===== src/rtl/traffic_conflict_monitor.sv =====
// ---------------------------------------------------------------------------
// traffic_conflict_monitor
//
// Purpose:
//   Watches the lamp outputs of an intersection controller and latches a
//   fault when an unsafe lamp combination persists for PERSIST consecutive
//   clocks. While faulted, the block drives an all-red flash request and
//   records the cause and the controller cycle index at which the fault
//   latched. The fault is sticky. It clears only on an operator request
//   (i_clear) made while the intersection is conflict-free.
//
// Parameters:
//   PERSIST    - consecutive conflicting clocks before a fault latches (1..15)
//   FLASH_HALF - clocks per half-period of o_flash (1..255)
//   CYCLE_MAX  - last controller cycle index before it wraps back to 1
//
// Ports:
//   clk                       - system clock, rising-edge active
//   rst_n                     - asynchronous active-low reset
//   i_start                   - controller run enable; monitoring only while high
//   n_car/s_car/e_car/w_car   - car lamp codes (00 red, 01 green, 10 yellow,
//                               11 turn arrow)
//   n_ped/s_ped/e_ped/w_ped   - pedestrian codes (01 walk, else don't-walk)
//   i_cycle                   - controller cycle index, 1..CYCLE_MAX
//   i_clear                   - operator fault clear, level-sensitive
//   o_fault                   - latched fault flag (high exactly in FAULT)
//   o_flash                   - all-red flash drive, toggling while faulted
//   o_fault_code              - cause of the latched fault
//                               (1 cross, 2 ped, 3 mismatch, 4 cycle)
//   o_fault_cycle             - i_cycle sampled on the fault-latching edge
//   o_state                   - FSM state (00 IDLE, 01 MONITOR, 10 PENDING,
//                               11 FAULT)
//
// Configuration:
//   CYCLE_WATCHDOG_EN - when defined, the block adds a cycle-index watchdog.
//                       A skipped or repeated i_cycle raises code 4, which
//                       latches a fault on the next edge without waiting
//                       PERSIST clocks.
// ---------------------------------------------------------------------------
module traffic_conflict_monitor #(
    parameter int PERSIST    = 2,
    parameter int FLASH_HALF = 4,
    parameter int CYCLE_MAX  = 68
) (
    input  logic       clk,
    input  logic       rst_n,
    input  logic       i_start,
    input  logic [1:0] n_car,
    input  logic [1:0] s_car,
    input  logic [1:0] e_car,
    input  logic [1:0] w_car,
    input  logic [1:0] n_ped,
    input  logic [1:0] s_ped,
    input  logic [1:0] e_ped,
    input  logic [1:0] w_ped,
    input  logic [6:0] i_cycle,
    input  logic       i_clear,
    output logic       o_fault,
    output logic       o_flash,
    output logic [2:0] o_fault_code,
    output logic [6:0] o_fault_cycle,
    output logic [1:0] o_state
);

    localparam logic [1:0] IDLE    = 2'b00;
    localparam logic [1:0] MONITOR = 2'b01;
    localparam logic [1:0] PENDING = 2'b10;
    localparam logic [1:0] FAULT   = 2'b11;

    localparam logic [3:0] PERSIST_C   = PERSIST[3:0];
    localparam logic [7:0] FLASH_LAST  = 8'(FLASH_HALF - 1);
    localparam logic [6:0] CYCLE_MAX_C = CYCLE_MAX[6:0];

    logic [1:0] state_q,      state_d;
    logic [3:0] persist_q,    persist_d;
    logic [2:0] cand_q,       cand_d;
    logic [2:0] code_q,       code_d;
    logic [6:0] fcycle_q,     fcycle_d;
    logic       flash_q,      flash_d;
    logic [7:0] flash_cnt_q,  flash_cnt_d;
    logic       fault_q,      fault_d;

    logic       ns_active;
    logic       ew_active;
    logic       ns_walk;
    logic       ew_walk;
    logic [2:0] base_code;
    logic [2:0] conflict_code;
    logic       cycle_err;
    logic       go_fault;
    logic [2:0] go_code;
    logic [3:0] persist_inc;

    // Lamp-conflict decode. The lowest-numbered code wins when several
    // conflicts are present at once.
    always_comb begin
        ns_active = (n_car != 2'b00) || (s_car != 2'b00);
        ew_active = (e_car != 2'b00) || (w_car != 2'b00);
        ns_walk   = (n_ped == 2'b01) || (s_ped == 2'b01);
        ew_walk   = (e_ped == 2'b01) || (w_ped == 2'b01);
        base_code = 3'd0;
        if (ns_active && ew_active) begin
            base_code = 3'd1;
        end else if ((ns_walk && ns_active) || (ew_walk && ew_active)) begin
            base_code = 3'd2;
        end else if ((n_car != s_car) || (e_car != w_car)) begin
            base_code = 3'd3;
        end
    end

`ifdef CYCLE_WATCHDOG_EN
    // The history is valid only after one active clock has loaded it. A
    // return to IDLE or a pass through FAULT invalidates it, so the first
    // monitored cycle value after either is accepted unchecked.
    logic [6:0] prev_cycle_q;
    logic       hist_valid_q;
    logic       watch_active;
    logic [6:0] expected_cycle;

    always_comb begin
        watch_active   = i_start && ((state_q == MONITOR) || (state_q == PENDING));
        expected_cycle = (prev_cycle_q >= CYCLE_MAX_C) ? 7'd1 : (prev_cycle_q + 7'd1);
        cycle_err      = watch_active && hist_valid_q && (i_cycle != expected_cycle);
    end

    always_ff @(posedge clk or negedge rst_n) begin
        if (!rst_n) begin
            prev_cycle_q <= 7'd0;
            hist_valid_q <= 1'b0;
        end else if (watch_active) begin
            prev_cycle_q <= i_cycle;
            hist_valid_q <= 1'b1;
        end else begin
            hist_valid_q <= 1'b0;
        end
    end
`else
    assign cycle_err = 1'b0;
`endif

    // The watchdog code only shows through when no lamp conflict is present.
    assign conflict_code = (base_code != 3'd0) ? base_code :
                           (cycle_err ? 3'd4 : 3'd0);

    assign persist_inc = persist_q + 4'd1;

    // Next-state logic. Every path into FAULT goes through go_fault so that
    // the cause, the cycle stamp and the flash phase are loaded in one place.
    always_comb begin
        state_d     = state_q;
        persist_d   = persist_q;
        cand_d      = cand_q;
        code_d      = code_q;
        fcycle_d    = fcycle_q;
        flash_d     = flash_q;
        flash_cnt_d = flash_cnt_q;
        go_fault    = 1'b0;
        go_code     = 3'd0;

        case (state_q)
            IDLE: begin
                persist_d = 4'd0;
                if (i_start) begin
                    state_d = MONITOR;
                end
            end
            MONITOR: begin
                if (!i_start) begin
                    state_d   = IDLE;
                    persist_d = 4'd0;
                end else if (conflict_code != 3'd0) begin
                    if ((conflict_code == 3'd4) || (PERSIST_C <= 4'd1)) begin
                        go_fault = 1'b1;
                        go_code  = conflict_code;
                    end else begin
                        state_d   = PENDING;
                        persist_d = 4'd1;
                        cand_d    = conflict_code;
                    end
                end
            end
            PENDING: begin
                if (!i_start) begin
                    state_d   = IDLE;
                    persist_d = 4'd0;
                end else if (conflict_code == 3'd0) begin
                    state_d   = MONITOR;
                    persist_d = 4'd0;
                end else if (conflict_code == 3'd4) begin
                    go_fault = 1'b1;
                    go_code  = 3'd4;
                end else begin
                    persist_d = persist_inc;
                    if (persist_inc >= PERSIST_C) begin
                        go_fault = 1'b1;
                        go_code  = cand_q;
                    end
                end
            end
            default: begin
                // i_start is deliberately ignored while faulted. Only a clean
                // clear request releases the fault.
                if (i_clear && (base_code == 3'd0)) begin
                    state_d     = i_start ? MONITOR : IDLE;
                    code_d      = 3'd0;
                    fcycle_d    = 7'd0;
                    flash_d     = 1'b0;
                    flash_cnt_d = 8'd0;
                end else if (flash_cnt_q == FLASH_LAST) begin
                    flash_d     = ~flash_q;
                    flash_cnt_d = 8'd0;
                end else begin
                    flash_cnt_d = flash_cnt_q + 8'd1;
                end
            end
        endcase

        if (go_fault) begin
            state_d     = FAULT;
            persist_d   = 4'd0;
            code_d      = go_code;
            fcycle_d    = i_cycle;
            flash_d     = 1'b1;
            flash_cnt_d = 8'd0;
        end

        fault_d = (state_d == FAULT);
    end

    always_ff @(posedge clk or negedge rst_n) begin
        if (!rst_n) begin
            state_q     <= IDLE;
            persist_q   <= 4'd0;
            cand_q      <= 3'd0;
            code_q      <= 3'd0;
            fcycle_q    <= 7'd0;
            flash_q     <= 1'b0;
            flash_cnt_q <= 8'd0;
            fault_q     <= 1'b0;
        end else begin
            state_q     <= state_d;
            persist_q   <= persist_d;
            cand_q      <= cand_d;
            code_q      <= code_d;
            fcycle_q    <= fcycle_d;
            flash_q     <= flash_d;
            flash_cnt_q <= flash_cnt_d;
            fault_q     <= fault_d;
        end
    end

    assign o_fault       = fault_q;
    assign o_flash       = flash_q;
    assign o_fault_code  = code_q;
    assign o_fault_cycle = fcycle_q;
    assign o_state       = state_q;

endmodule


===== config.mk =====
export PLATFORM = sky130hd
export DESIGN_NAME = traffic_conflict_monitor
export DESIGN_NICKNAME = d
export VERILOG_FILES = /design/src/rtl/traffic_conflict_monitor.sv
export SDC_FILE = /design/constraint.sdc
export NUM_CORES = 1
export LEC_CHECK = 0
export CORE_ASPECT_RATIO = 1.4
export CORE_UTILIZATION = 49
export DETAILED_ROUTE_END_ITERATION = 7
export MAX_ROUTING_LAYER = met4
export PLACE_DENSITY = 0.88
export SYNTH_ARGS = -nofsm -noshare
export SYNTH_HDL_FRONTEND = slang
export SYNTH_SLANG_ARGS = --single-unit

===== constraint.sdc =====
create_clock -name clk -period 2.33 [get_ports clk]
set_input_delay 0.466 -clock clk [delete_from_list [all_inputs] [get_ports clk]]
set_output_delay 0.466 -clock clk [all_outputs]
set_load 0.02 [all_outputs]

Power grid:
Pins as bars on the die edge. Tap cells in grey.
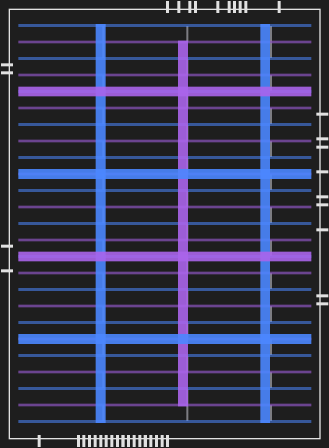
| colour | net |
|---|---|
| purple | VDD |
| blue | VSS |
met1 rails: 25
met4 straps: 3
rows: 24
core area: 3150 µm²
Worst VDD drop: 0.488 mV

Logic cells by family:
The bar under the picture is 20 µm long.
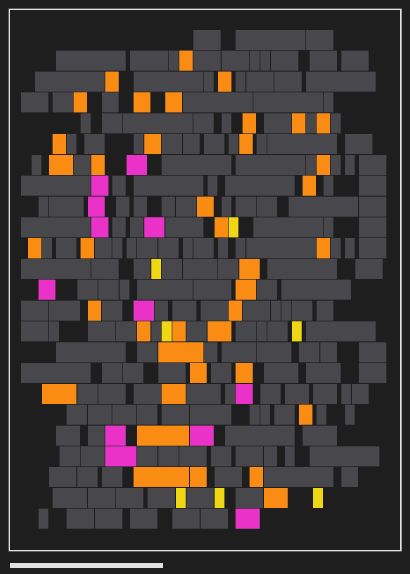
| colour | family | cells |
|---|---|---|
| orange | inverting AOI/OAI gates | 39 |
| magenta | AND and OR gates | 12 |
| yellow | inverters | 7 |
non-filler cells, final: 294
Commonest Layout Cell: clkdlybuf4s50_1
Comb area share: 0.389

The clock network:
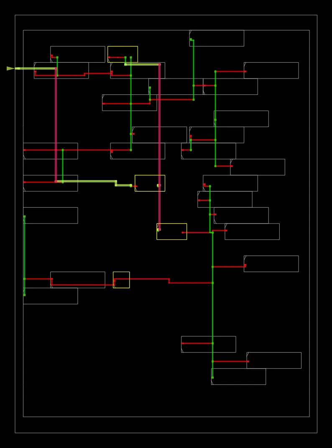
CTS buffer count: 3
# clk buffers: 3

==> flow_metrics.py <==
# Metrics from the implementation run
metrics = {
    "detailed_routing": {
        "drc": 0,
        "drtIter0Drc": 46,
        "dr.pass1.iters": 4,
        "ant_nets": 0,
        "wl_per_cell_um": 13.8,
        "viasPerCell": 5.63,
        "dr_total_vias": 1656,
    },
    "power": {
        "cellPowerDensity_nw_per_um2": 772,
        "p_sw_mw": 0.708,
        "p_comb_frac": 0.481,
        "switching_share": 0.384,
        "pwr-share-seq": 0.369,
    },
    "timing": {
        "tns_ns": 0,
        "max_freq_ghz": 0.433,
        "drv_slew": 0,
        "fin_crit_sh": 0.990,
        "setup_viol": 0,
        "whs_ns": 0.506,
        "hold_viol": 0,
        "rsz0062_at_grt": "true",
        "finalCriticalPeriod_ns": 2.31,
    },
    "die": {
        "fp_util": 0.522,
        "die-area_um2": 3600,
        "ios": 41,
        "die_h_um": 70.6,
        "die-width_um": 51.0,
    },
    "logic_synthesis": {
        "largest_area_cell": "dfrtp_1",
        "ys_cells": 184,
        "ff_type": "dfrtp_1",
        "yosys-top-cells-count": "35 x nand2_1, 27 x dfrtp_1, 16 x o21ai_0",
        "synth.most_common_cell": "nand2_1",
        "syn-num-nets": 219,
        "synth.top_cell.area_share": 0.411,
        "async_flop_share": 1.00,
        "synthTopCellsByArea": "dfrtp_1 41%, nand2_1 8.0%, ha_1 6.1%",
        "synth-area-yosys_um2": 1650,
        "synth_area_per_cell_um2": 8.94,
        "synth_area_um2": 1650,
        "synth_cells": 184,
        "edf_count": 0,
    },
    "clock_network": {
        "post_cts_buffers": 0,
        "htreeDepth": 1,
        "ctsHoldBuffers": 0,
        "cts_tree": "yes",
        "cts_num_sinks": 27,
        "cts_max_path_buffers": 2,
        "clk_pin_slew_ns": 0.10,
        "clockRootBuffer": "clkbuf_8",
    },
    "global_route": {
        "grt_pass1_wl_mm": 6.76,
        "grt.overflow.total": 0,
        "track_usage": 0.251,
        "grt_pass1_vias": 1598,
    },
    "placed_design": {
        "gp_congestion": 0.915,
        "io_buffers": 39,
        "dpl_cell_area_um2": 2320,
        "dpl.cell_count": 290,
        "place_hpwl_mm": 3.01,
    },
    "job": {
        "max_cap_violations": 0,
        "tool_warnings": 32,
    },
    "run_status": {
        "status": "finished clean",
    },
    "worst_setup_path": {
        "cp.required_ns": 2.51,
        "cp-end-kind": "flop",
        "worstSetupPathType": "input port to flop",
    },
    "finish": {
        "nets": 291,
        "drive_gt1_frac": 0.204,
        "regArea_um2": 676,
        "comb_area_um2": 931,
        "area_delta_synth_final_pct": 45.3,
    },
}
Placement by cell class:
The bar under the picture is 20 µm long.
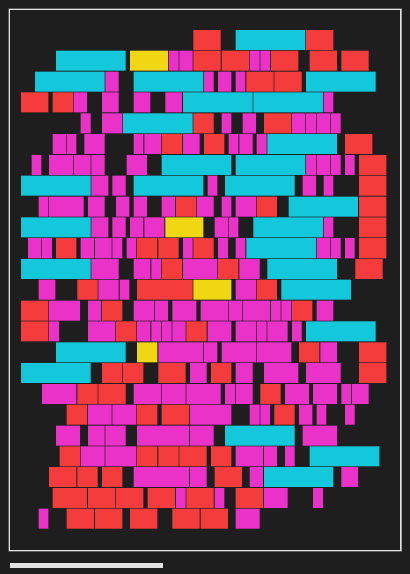
| colour | class | cells | share of their area |
|---|---|---|---|
| red | other buffers and delay cells | 73 | 28% |
| yellow | clock drivers and dummy loads | 4 | 2.1% |
| cyan | flip-flops | 27 | 29% |
| magenta | all other logic | 151 | 41% |
flop share of the area: 0.283
fin area: 2390 µm²
Row Count: 24
Final Util: 0.758

Clock wires, drivers and flops:
The bar under the picture is 20 µm long.
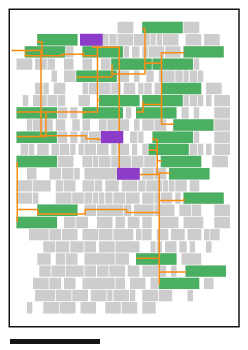
[orange] clock wires | length: 320 µm
[green] flip-flops | count: 27
[purple] cells driving clock nets | count: 3
routed clock nets: 4
Worst Clk Skew: 0.00376 ns
Insertion Delay late pin: 0.28 ns
Clock power frac: 0.151

-- cells in the final DEF (no fill, tap or decap), types with 4 or more instances in the layout --
master	count
a21oi_1	5
a31oi_1	5
buf_4	33
clkdlybuf4s50_1	38
dfrtp_1	27
ha_1	8
inv_1	7
nand2_1	35
nand3_1	7
nor2_1	9
nor2b_1	4
o21ai_0	13
o21ai_1	4
xor2_1	5
-- critical path, stage by stage --
cell and delay (ns):
clkdlybuf4s50_1 0.42, or4_1 0.63, o22ai_4 0.29, a21oi_2 0.12
mux2_4 0.30, a32o_1 0.25
-- flip-flops by register name (all words and copies together) (netlist names) --
signal and cells:
o_fault_cycle 7, o_fault 1, o_flash 1, flash_cnt_q 8, o_fault_code 2, cand_q 2, o_state 2, persist_q 4
-- worst paths after layout --
kind	to	slack [ns]	cells after the start	from
worst max-delay path	persist_q[0]$_DFFE_PN0P_	0.02	6	n_car[1]
worst min-delay path	o_fault_code[1]$_DFFE_PN0P_	0.51	2	cand_q[1]$_DFFE_PN0P_
worst max register to register	flash_cnt_q[2]$_DFFE_PN0P_	0.20	8	o_state[1]$_DFF_PN0_
worst min register to register	o_fault_code[1]$_DFFE_PN0P_	0.51	2	cand_q[1]$_DFFE_PN0P_
max in group asynchronous	flash_cnt_q[2]$_DFFE_PN0P_	1.52	2	rst_n
min in group asynchronous	flash_cnt_q[3]$_DFFE_PN0P_	0.54	2	rst_n
-- area by class of cell --
class                           instances  share of cell area
Clock buffer                            3              0.0173
Clock inverter                          1             0.00314
Inverter                                7              0.0110
Multi-Input combinational cell        144               0.389
Sequential cell                        27               0.283
Tap cell                               39              0.0204
Timing Repair Buffer                   73               0.276
-- cells by family (layout without fill, tap and decap cells) --
group | after synthesis | count (layout) | synth area share
other | 1 | 1 | 0.00228
DFF | 27 | 27 | 0.411
xor gates and xnor gates | 5 | 5 | 0.0266
adders and majority gates | 8 | 8 | 0.0608
and+or+nand+nor | 78 | 78 | 0.234
muxes | 2 | 2 | 0.0152
AOI/OAI and AO/OA | 50 | 50 | 0.217
buffers and inverters | 13 | 84 | 0.0335
-- routing by layer --
layer | up-vias | track usage | part of all wire
met5 | - | - | 0
met4 | 0 | 0.120 | 0.022
li1 | 803 | - | -
met1 | 806 | 0.292 | 0.42
met3 | 11 | 0.0301 | 0.028
met2 | 36 | 0.420 | 0.53
-- power groups by stage --
stage               combinational [mW]  sequential, mW  clock (mW)
floorplan                        0.434           0.753           0
global placement                 0.843           0.682           0
detailed placement               0.871           0.687           0
CTS                              0.880           0.678       0.283
global route                     0.971           0.695       0.299
finish                           0.887           0.681       0.278
-- stage by stage --
step                worst slack [ns]  power, mW
floorplan                      0.170       1.19
global placement              -0.220       1.52
detailed placement            -0.267       1.56
CTS                           0.0336       1.84
global route                 -0.0353       1.97
finish                        0.0228       1.85
Power and IR drop assume default switching activity.
